**src/rtl/fib_pkg.sv**
```systemverilog
// fib_pkg: shared types and constants for the recursive Fibonacci engine.
// Holds the controller state encoding, the leaf threshold and the default
// parameter values used by the interface and the engine.
package fib_pkg;

    // Controller states
    typedef enum logic [2:0] {
        ST_IDLE  = 3'd0,
        ST_POP   = 3'd1,
        ST_EVAL  = 3'd2,
        ST_PUSH2 = 3'd3,
        ST_DONE  = 3'd4
    } fib_state_e;

    // Values below this threshold are leaves of the recursion
    localparam int FIB_LEAF_THR = 2;

    // Default configuration
    localparam int DEF_N_W         = 4;
    localparam int DEF_RES_W       = 16;
    localparam int DEF_STACK_DEPTH = 16;

endpackage : fib_pkg

```
**src/rtl/fib_engine_if.sv**
```systemverilog
// fib_engine_if: start/done handshake plus result/status bundle of fib_engine.
// master = requester (drives start/n), slave = the engine.
interface fib_engine_if
    import fib_pkg::*;
#(
    parameter int N_W   = DEF_N_W,
    parameter int RES_W = DEF_RES_W
);
    logic             start;
    logic [N_W-1:0]   n;
    logic             busy;
    logic             done;
    logic [RES_W-1:0] result;
    logic             overflow;
    logic             err;

    modport master (
        output start, n,
        input  busy, done, result, overflow, err
    );

    modport slave (
        input  start, n,
        output busy, done, result, overflow, err
    );
endinterface : fib_engine_if

```
**src/rtl/fib_stack.sv**
```systemverilog
// fib_stack: parametrised LIFO with synchronous write and a combinational
// top/empty/full view. The pointer counts occupied entries (0..DEPTH).
// A push while full is dropped (nothing is written, pointer unchanged).
module fib_stack #(
    parameter int WIDTH = 4,
    parameter int DEPTH = 16
) (
    input  logic             clk,
    input  logic             rst,
    input  logic             push,
    input  logic             pop,
    input  logic [WIDTH-1:0] d_in,
    output logic [WIDTH-1:0] top,
    output logic             empty,
    output logic             full
);

    localparam int AW = (DEPTH > 1) ? $clog2(DEPTH) : 1;
    localparam int PW = $clog2(DEPTH + 1);

    logic [PW-1:0]    sp_r;
    logic [PW-1:0]    sp_m1_s;
    logic [WIDTH-1:0] mem_r [DEPTH];
    logic             wr_en_s;
    logic             rd_en_s;

    assign empty   = (sp_r == {PW{1'b0}});
    assign full    = (sp_r == PW'(DEPTH));
    assign sp_m1_s = sp_r - PW'(1);
    assign wr_en_s = push && !full;
    assign rd_en_s = pop && !empty;
    // The top entry is only meaningful when not empty; present zero otherwise
    assign top     = empty ? {WIDTH{1'b0}} : mem_r[sp_m1_s[AW-1:0]];

    // Stack pointer: up on accepted push, down on accepted pop
    always_ff @(posedge clk) begin
        if (rst) begin
            sp_r <= {PW{1'b0}};
        end else if (wr_en_s) begin
            sp_r <= sp_r + PW'(1);
        end else if (rd_en_s) begin
            sp_r <= sp_m1_s;
        end else begin
            sp_r <= sp_r;
        end
    end

    // Storage write at the current free slot
    always_ff @(posedge clk) begin
        if (wr_en_s) begin
            mem_r[sp_r[AW-1:0]] <= d_in;
        end
    end

    fib_stack_chk u_chk (
        .clk  (clk),
        .rst  (rst),
        .push (push),
        .pop  (pop)
    );

endmodule : fib_stack

```
**src/rtl/fib_stack_chk.sv**
```systemverilog
// fib_stack_chk: simulation checks on the LIFO control inputs.
// The controller must never request a push and a pop in the same cycle.
module fib_stack_chk (
    input logic clk,
    input logic rst,
    input logic push,
    input logic pop
);

    // push and pop are mutually exclusive outside reset
    a_no_push_and_pop: assert property (@(posedge clk) disable iff (rst) !(push && pop))
        else $error("fib_stack: push and pop asserted together");

endmodule : fib_stack_chk

```
**src/rtl/fib_engine.sv**
```systemverilog
// fib_engine: computes fib(n) by explicit stack recursion.
// Pop x; a leaf (x < 2) adds x to the accumulator; otherwise push x-1, x-2.
// Optional feature macro: FIB_SAT_EN -- accumulator saturates at all-ones on
// carry-out instead of wrapping; overflow is reported in both builds.
module fib_engine
    import fib_pkg::*;
#(
    parameter int N_W         = DEF_N_W,
    parameter int RES_W       = DEF_RES_W,
    parameter int STACK_DEPTH = DEF_STACK_DEPTH
) (
    input  logic        clk,
    input  logic        rst,
    fib_engine_if.slave bus
);

    localparam int SW = RES_W + 1;

    fib_state_e       state_r;
    logic [N_W-1:0]   x_r;
    logic [RES_W-1:0] result_r;
    logic             busy_r;
    logic             done_r;
    logic             ovf_r;
    logic             err_r;

    logic             push_s;
    logic             pop_s;
    logic [N_W-1:0]   din_s;
    logic [N_W-1:0]   top_s;
    logic             empty_s;
    logic             full_s;
    logic             stk_rst_s;
    logic             leaf_s;
    logic [N_W-1:0]   x_m1_s;
    logic [N_W-1:0]   x_m2_s;
    logic [SW-1:0]    sum_s;
    logic [RES_W-1:0] acc_next_s;

    assign leaf_s = (int'(x_r) < FIB_LEAF_THR);
    assign x_m1_s = x_r - N_W'(1);
    assign x_m2_s = x_r - N_W'(FIB_LEAF_THR);
    // The stack is also emptied in DONE so an aborted run leaves nothing behind
    assign stk_rst_s = rst || (state_r == ST_DONE);

    // Stack control decoded from the current state
    always_comb begin
        push_s = 1'b0;
        pop_s  = 1'b0;
        din_s  = {N_W{1'b0}};
        case (state_r)
            ST_IDLE: begin
                push_s = bus.start;
                din_s  = bus.n;
            end
            ST_POP: begin
                pop_s = !empty_s;
            end
            ST_EVAL: begin
                push_s = !leaf_s && !full_s;
                din_s  = x_m1_s;
            end
            ST_PUSH2: begin
                push_s = !full_s;
                din_s  = x_m2_s;
            end
            default: begin
                push_s = 1'b0;
                pop_s  = 1'b0;
                din_s  = {N_W{1'b0}};
            end
        endcase
    end

    // Accumulator next value: wrap or saturate on carry-out
    always_comb begin
        sum_s = {1'b0, result_r} + SW'(x_r);
`ifdef FIB_SAT_EN
        acc_next_s = sum_s[RES_W] ? {RES_W{1'b1}} : sum_s[RES_W-1:0];
`else
        acc_next_s = sum_s[RES_W-1:0];
`endif
    end

    // Controller FSM with registered handshake and status outputs
    always_ff @(posedge clk) begin
        if (rst) begin
            state_r  <= ST_IDLE;
            x_r      <= {N_W{1'b0}};
            result_r <= {RES_W{1'b0}};
            busy_r   <= 1'b0;
            done_r   <= 1'b0;
            ovf_r    <= 1'b0;
            err_r    <= 1'b0;
        end else begin
            case (state_r)
                ST_IDLE: begin
                    if (bus.start) begin
                        result_r <= {RES_W{1'b0}};
                        ovf_r    <= 1'b0;
                        err_r    <= 1'b0;
                        busy_r   <= 1'b1;
                        state_r  <= ST_POP;
                    end else begin
                        state_r  <= ST_IDLE;
                    end
                end
                ST_POP: begin
                    if (empty_s) begin
                        done_r  <= 1'b1;
                        state_r <= ST_DONE;
                    end else begin
                        x_r     <= top_s;
                        state_r <= ST_EVAL;
                    end
                end
                ST_EVAL: begin
                    if (leaf_s) begin
                        result_r <= acc_next_s;
                        if (sum_s[RES_W]) begin
                            ovf_r <= 1'b1;
                        end
                        state_r  <= ST_POP;
                    end else if (full_s) begin
                        err_r   <= 1'b1;
                        done_r  <= 1'b1;
                        state_r <= ST_DONE;
                    end else begin
                        state_r <= ST_PUSH2;
                    end
                end
                ST_PUSH2: begin
                    if (full_s) begin
                        err_r   <= 1'b1;
                        done_r  <= 1'b1;
                        state_r <= ST_DONE;
                    end else begin
                        state_r <= ST_POP;
                    end
                end
                ST_DONE: begin
                    done_r  <= 1'b0;
                    busy_r  <= 1'b0;
                    state_r <= ST_IDLE;
                end
                default: begin
                    done_r  <= 1'b0;
                    busy_r  <= 1'b0;
                    state_r <= ST_IDLE;
                end
            endcase
        end
    end

    fib_stack #(
        .WIDTH (N_W),
        .DEPTH (STACK_DEPTH)
    ) u_stack (
        .clk   (clk),
        .rst   (stk_rst_s),
        .push  (push_s),
        .pop   (pop_s),
        .d_in  (din_s),
        .top   (top_s),
        .empty (empty_s),
        .full  (full_s)
    );

    assign bus.busy     = busy_r;
    assign bus.done     = done_r;
    assign bus.result   = result_r;
    assign bus.overflow = ovf_r;
    assign bus.err      = err_r;

endmodule : fib_engine

```
**src/flat_wrapper.sv**
```systemverilog
// flat-port wrapper written by rule: the top's interface ports become plain ports
module fib_engine_flat import fib_pkg::*;
#(
    parameter int N_W         = DEF_N_W,
    parameter int RES_W       = DEF_RES_W,
    parameter int STACK_DEPTH = DEF_STACK_DEPTH
)
  (clk, rst, bus_start, bus_n, bus_busy, bus_done, bus_result, bus_overflow, bus_err);
  fib_engine_if #(.N_W(N_W), .RES_W(RES_W)) bus_i ();
  input  logic clk;
  input  logic rst;
  input wire logic [$bits(bus_i.start)-1:0] bus_start;
  input wire logic [$bits(bus_i.n)-1:0] bus_n;
  output wire logic [$bits(bus_i.busy)-1:0] bus_busy;
  output wire logic [$bits(bus_i.done)-1:0] bus_done;
  output wire logic [$bits(bus_i.result)-1:0] bus_result;
  output wire logic [$bits(bus_i.overflow)-1:0] bus_overflow;
  output wire logic [$bits(bus_i.err)-1:0] bus_err;
  assign bus_i.start = bus_start;
  assign bus_i.n = bus_n;
  assign bus_busy = bus_i.busy;
  assign bus_done = bus_i.done;
  assign bus_result = bus_i.result;
  assign bus_overflow = bus_i.overflow;
  assign bus_err = bus_i.err;
  fib_engine #(.N_W(N_W), .RES_W(RES_W), .STACK_DEPTH(STACK_DEPTH)) u_core (.clk(clk), .rst(rst), .bus(bus_i));
endmodule
```
**config.mk**
```make
export PLATFORM = sky130hd
export DESIGN_NAME = fib_engine_flat
export DESIGN_NICKNAME = d
export VERILOG_FILES = /design/src/rtl/fib_pkg.sv /design/src/rtl/fib_engine_if.sv /design/src/rtl/fib_stack.sv /design/src/rtl/fib_stack_chk.sv /design/src/rtl/fib_engine.sv /design/src/flat_wrapper.sv
export SDC_FILE = /design/constraint.sdc
export NUM_CORES = 1
export LEC_CHECK = 0
export CAP_MARGIN = 10
export CORE_MARGIN = 1
export CORE_UTILIZATION = 55
export CTS_BUF_LIST = sky130_fd_sc_hd__clkbuf_2
export CTS_CLUSTER_DIAMETER = 50
export CTS_CLUSTER_SIZE = 40
export DETAILED_ROUTE_END_ITERATION = 6
export PLACE_DENSITY = 0.78
export SLEW_MARGIN = 0
export SYNTH_ARGS = -nofsm -noshare
export SYNTH_HDL_FRONTEND = slang
export SYNTH_SLANG_ARGS = --single-unit
```
**constraint.sdc**
```tcl
create_clock -name clk -period 2.2 [get_ports clk]
set_input_delay 0.66 -clock clk [delete_from_list [all_inputs] [get_ports clk]]
set_output_delay 0.66 -clock clk [all_outputs]
set_load 0.02 [all_outputs]
```
==> images/met1.png <==
Bar = 20 um.
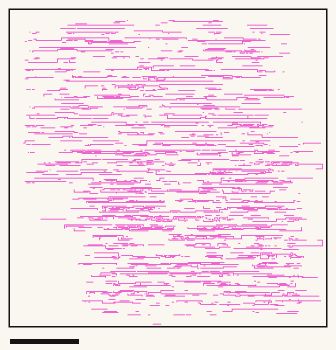
share of all routed wire: 47%
wire length on this layer: 4,290 um
longest straight run: 28.1 um
nets with wire on the layer: 401

==> images/final_clocks.png <==
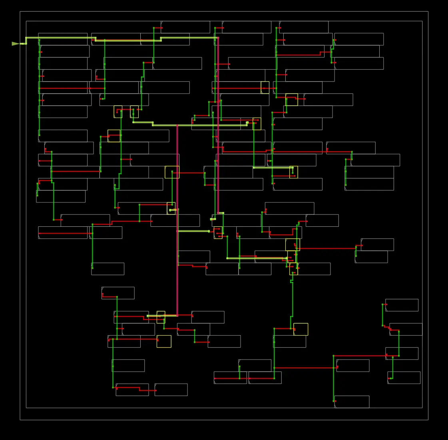
Num CTS Buffers: 9
clk ins delay skew pair: 0.54 ns

==> results.sh <==
# physical design summary
export IMPL_p_switching_uw=2120
export IMPL_utilization_pct=67.2
export IMPL_drive_above_1_share_pct=23.9
export IMPL_syn_to_final_growth_pct=17.3
export IMPL_yosysChipArea_mm2=0.00445
export IMPL_top_area_cell="edfxtp_1"
export IMPL_period_minus_slack_ns=2.10
export IMPL_antenna_found_initial=0
export IMPL_edf_count=64
export IMPL_worst_slew_pin_slew_ns=0.738
export IMPL_hold_depth=2
export IMPL_area_combinational_mm2=0.00180
export IMPL_yosys_area_share_simple_pct=12.0
export IMPL_cts_tree="yes"
export IMPL_initCoreUtil_pct=57.3
export IMPL_relSlewSlack_pct=50.8
export IMPL_numSequentialCells=96
export IMPL_wirelength_um=9180
export IMPL_die_x_um=91.9
export IMPL_yosysSeqAreaShare_pct=57.6
export IMPL_p_int_uw=3550
export IMPL_cp_endpoint="u_core.x_r[0]$_SDFFE_PP0P_"
export IMPL_use_met1_pct=33.2
export IMPL_hold_viol=0
export IMPL_wl_per_cell_um=17.8
export IMPL_clkPwrFrac_pct=13.6
export IMPL_p_total_uw=5660
export IMPL_critPathArrivalTime_ns=2.55
export IMPL_met2_length_um=4340
export IMPL_critPathSlowestCell="dfxtp_1"
export IMPL_largest_reg_flops=64
export IMPL_grtUsageMet2_pct=36.9
export IMPL_ys_sh_aoi_pct=8.16
export IMPL_holdPathEnd="u_core.bus.result[2]$_SDFFE_PP0P_"
export IMPL_mostFrequentLayoutCell="edfxtp_1"
export IMPL_r2r_slack_ns=0.1
export IMPL_route_detailed_drc=0
export IMPL_ys_flop_type="edfxtp_1"
export IMPL_p_comb_uw=2590
export IMPL_fa_ha_area_share_pct=3.82
export IMPL_largestClassByArea="registers"
export IMPL_pre_cts_ws_ns=-0.272
export IMPL_tool_warnings=31
export IMPL_status="finished clean"
export IMPL_fillCellCount=594
export IMPL_track_usage_pct=23.4
export IMPL_buffers=70
export IMPL_instances_no_fill=516
export IMPL_topCombFamilyByArea="simple AND/OR/NAND/NOR gates"
export IMPL_maxPowerGroup="combinational cells"
export IMPL_critPathMaxStageDelay_ns=0.43
export IMPL_gr_max_usage_layer="met2"
export IMPL_timing_final_ws_setup_ns=0.0967
export IMPL_slew_violations=0
export IMPL_cts_max_path_buffers=2
export IMPL_clk_power_uw=771
export IMPL_cts_root_buf="clkbuf_2"
export IMPL_cts_hold_buffers=0
